Design mem_apb_master_flat, sky130hd; sources not shown.
### Cells coloured by class, run 1

Drawn at 4 px/um.
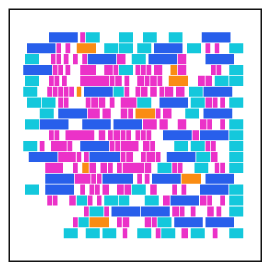
other buffers and delay cells: in cyan, cells 57. flops: in blue, cells 33. clock drivers and dummy loads: in orange, cells 8. combinational and other logic: in magenta, cells 154.
register fraction of the total cell area: 0.313
standard cell core area: 2900 um^2
final core area utilization: 0.731
fin area: 2120 um^2

### Cell placement, run 1

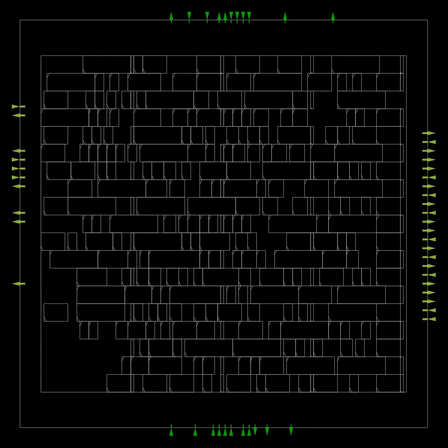
Well-Tap Cells: 42
final standard cell count with taps included and fillers excluded: 294
sequential cell count: 33
fill cell count: 253

### I/O nets highlighted, run 1

Drawn at 8 px/um.
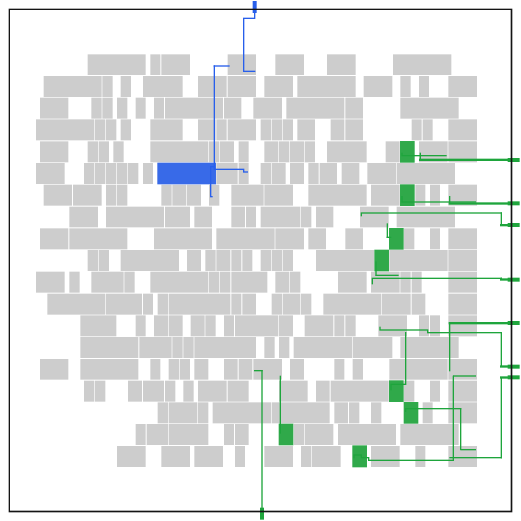
bus_cmd_wdata: in green, direction input, end cells 8, buffers 8, wire 206 um. bus_wr: in blue, direction output, end cells 1, buffers 1, wire 33.7 um.
IO buf count: 53
number of top-level pins: 54

### Clock distribution, run 1

Drawn at 4 px/um.
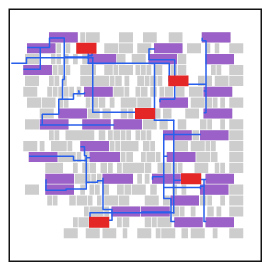
flip-flops: in purple, count 33. clock wires: in blue, length 416 um. clock drivers: in red, count 5.
There are 6 routed clock nets.
clock latency on the worst-skew pair: 290 ps
clock share of power: 0.300

==> run summary <==
Implementation summary

The flow ran to the end, and the final reports show no timing, DRC or antenna violations. In this run the layout overhead on the synthesized area is reported as 47.0%. The synthesis report lists the Yosys warning total as 0. In the hold timing report, the worst path depth is 1. The synthesized design contains 0 enable-type register cells.

Summing every instance area after synthesis gives 1440 um^2. The clock-pin slew reported for the worst setup and hold paths after clock tree synthesis is 60 ps. The cell with the most instances after synthesis is sky130_fd_sc_hd__nand2_1. Per the timing report, the achievable frequency comes out to 0.538 GHz.

The number of design rule violations left after detail routing is 0. The number of nets in the finished design is 281. STA shows the worst reg2reg path with a cell count of 10. The final tally of max-slew violations is 0.

The chip occupies 3920 um^2. The cell taking the most area after synthesis is sky130_fd_sc_hd__dfxtp_1. The total power density per cell area is 724 nW/um^2. In the final layout, the multi-input gates occupy 682 um^2. The number of antenna violations at the first check in global routing is 0. The routed via count divided by cell count is 4.59. The global router's overall resource usage is 0.181. The share of the Yosys chip area taken by registers is 0.458. Once synthesis finished, the tally of register bits stood at 33. Setup slack on the worst reg-to-reg path comes out at 190 ps. The worst path setup slack after routing is 192 ps. The final antenna-violating net count is 0.

The net count after synthesis is 222. The first TritonRoute pass finished after 4 iterations. The transition time at the pin with the least slew margin is 385 ps. In this run, the number of DRC markers left after iteration 0 of detailed routing was 69.

The count of clock tree sinks is 33. The number of endpoints failing setup at the final stage is 0. The area taken by flip-flops and latches is 663 um^2. STA classifies the critical path startpoint as a flip-flop. STA puts the critical path data arrival time at 1880 ps. Of the cells placed in the final design, the portion with a size suffix greater than 1 is 0.139. The worst endpoint required time is 2070 ps. The most critical min-delay path falls under reg2reg.

For reference, the placement row count at floorplan is 19. CTS built an H-tree with a depth of 2. After synthesis, the share of flip-flops with an asynchronous set or reset is 0. The setup slack at placement is 125 ps. Sorting the synthesized cells by area gives the leading types as sky130_fd_sc_hd__dfxtp_1, sky130_fd_sc_hd__nand2_1, sky130_fd_sc_hd__nor2_1, sky130_fd_sc_hd__o21ai_0, sky130_fd_sc_hd__inv_1. The buffer count from post-CTS setup fixing is 0.

The synthesis run shows the most used standard cells to be sky130_fd_sc_hd__nand2_1, sky130_fd_sc_hd__nor2_1, sky130_fd_sc_hd__dfxtp_1, sky130_fd_sc_hd__inv_1, sky130_fd_sc_hd__o21ai_0. The diode insertion count for antenna repair is 0. The die is 62.6 um tall.

The via count of the first global-routing pass is 1254. The highest cell delay on the worst timing path is 370 ps. The count of placed standard cells including taps is 286. The number of instances in the synthesized netlist is 192. The overall power of the completed layout is 1530 uW. The number of different library cells used by synthesis comes to 25. The clock period could shrink to 1860 ps. Setup repair after global routing left no endpoint under its margin. The normalized max-slew margin is 0.743. The number of warnings reported in the stage logs is 27. The global-route wire length before repair is 5620 um.

The worst-case clock buffer depth is 2. Per the gpl log, the routability congestion estimate is 0.734. Per the OpenROAD floorplan log, the width of the die is 62.6 um. For this design the static power due to leakage is 0.000921 uW. The post-synthesis chip area from yosys is 1440 um^2. The worst hold slack is 270 ps. The largest net degree at the start of global routing is 28.

The report lists the cells along the critical path as ha_2, nand4_1, nand2_1, nand3_2, nand2_4, nand2_8, inv_8, nor2_8, ha_1, nor2_1.
==> run 1: cell type report <==
type / instances / share of cell area
Multi-Input combinational cell: 135 / 0.322
Sequential cell: 33 / 0.313
Timing Repair Buffer: 57 / 0.264
Inverter: 19 / 0.0372
Clock buffer: 5 / 0.0325
Tap cell: 42 / 0.0248
Clock inverter: 3 / 0.00649
==> run 1: layout by cell type (no fill, tap or decap) <==
| cell type | synthesis | layout |
|---|---|---|
| sky130_fd_sc_hd__a21oi_1 | 6 | 6 |
| sky130_fd_sc_hd__a21oi_2 | 1 | 1 |
| sky130_fd_sc_hd__buf_4 | 0 | 4 |
| sky130_fd_sc_hd__clkbuf_8 | 0 | 5 |
| sky130_fd_sc_hd__clkdlybuf4s50_1 | 0 | 53 |
| sky130_fd_sc_hd__clkinv_2 | 0 | 2 |
| sky130_fd_sc_hd__dfxtp_1 | 33 | 31 |
| sky130_fd_sc_hd__dfxtp_2 | 0 | 2 |
| sky130_fd_sc_hd__ha_1 | 3 | 2 |
| sky130_fd_sc_hd__ha_2 | 0 | 1 |
| sky130_fd_sc_hd__inv_1 | 17 | 18 |
| sky130_fd_sc_hd__inv_2 | 1 | 1 |
| sky130_fd_sc_hd__inv_8 | 1 | 1 |
| sky130_fd_sc_hd__nand2_1 | 40 | 40 |
| sky130_fd_sc_hd__nand2_2 | 1 | 1 |
| sky130_fd_sc_hd__nand2_4 | 1 | 1 |
| sky130_fd_sc_hd__nand2_8 | 1 | 1 |
| sky130_fd_sc_hd__nand3_1 | 10 | 10 |
| sky130_fd_sc_hd__nand3_2 | 1 | 1 |
| sky130_fd_sc_hd__nand4_1 | 1 | 1 |
| sky130_fd_sc_hd__nand4_2 | 1 | 1 |
| sky130_fd_sc_hd__nor2_1 | 39 | 39 |
| sky130_fd_sc_hd__nor2_2 | 10 | 10 |
| sky130_fd_sc_hd__nor2_4 | 2 | 2 |
| sky130_fd_sc_hd__nor2_8 | 1 | 1 |
| sky130_fd_sc_hd__nor3_1 | 1 | 1 |
| sky130_fd_sc_hd__o21ai_0 | 16 | 16 |
==> run 1: kinds of logic after synthesis <==
group | Yosys count | share of synthesized area
AND/OR/NAND/NOR | 109 | 0.363
flip-flops | 33 | 0.458
buffers and inverters | 24 | 0.0703
AND-OR/OR-AND | 23 | 0.0825
adder cells (fa/ha/maj) | 3 | 0.0260
==> run 1: critical path: cells and delay by family (launching register included) <==
family                     cells  cell delay [ps]
and+or+nand+nor                7              640
adders and majority gates      2              490
DFF                            1              370
buffers and inverters          1              110
==> run 1: per-layer routing <==
metal  wire, um  vias to the layer above  track usage
met5          0                        -            0
met4         36                        0       0.0661
met3        195                        5       0.0701
met2       1510                       40        0.301
met1       1400                      589        0.209
li1           -                      715            -
==> run 1: power breakdown <==
part	leakage, uW	total (uW)	internal [uW]	switching, uW
logic	0.000600	351	192	159
registers	0.000272	724	696	28.5
clock network	0.0000491	460	230	230
total	0.000921	1530	1120	417
==> run 1: what timing repair did <==
action / CTS / global route
hold buffers: 0 / 0
gates resized: 0 / 3
setup endpoints to repair: 0 / 2
Power figures rest on the tool's default switching activity, not on a simulated workload.
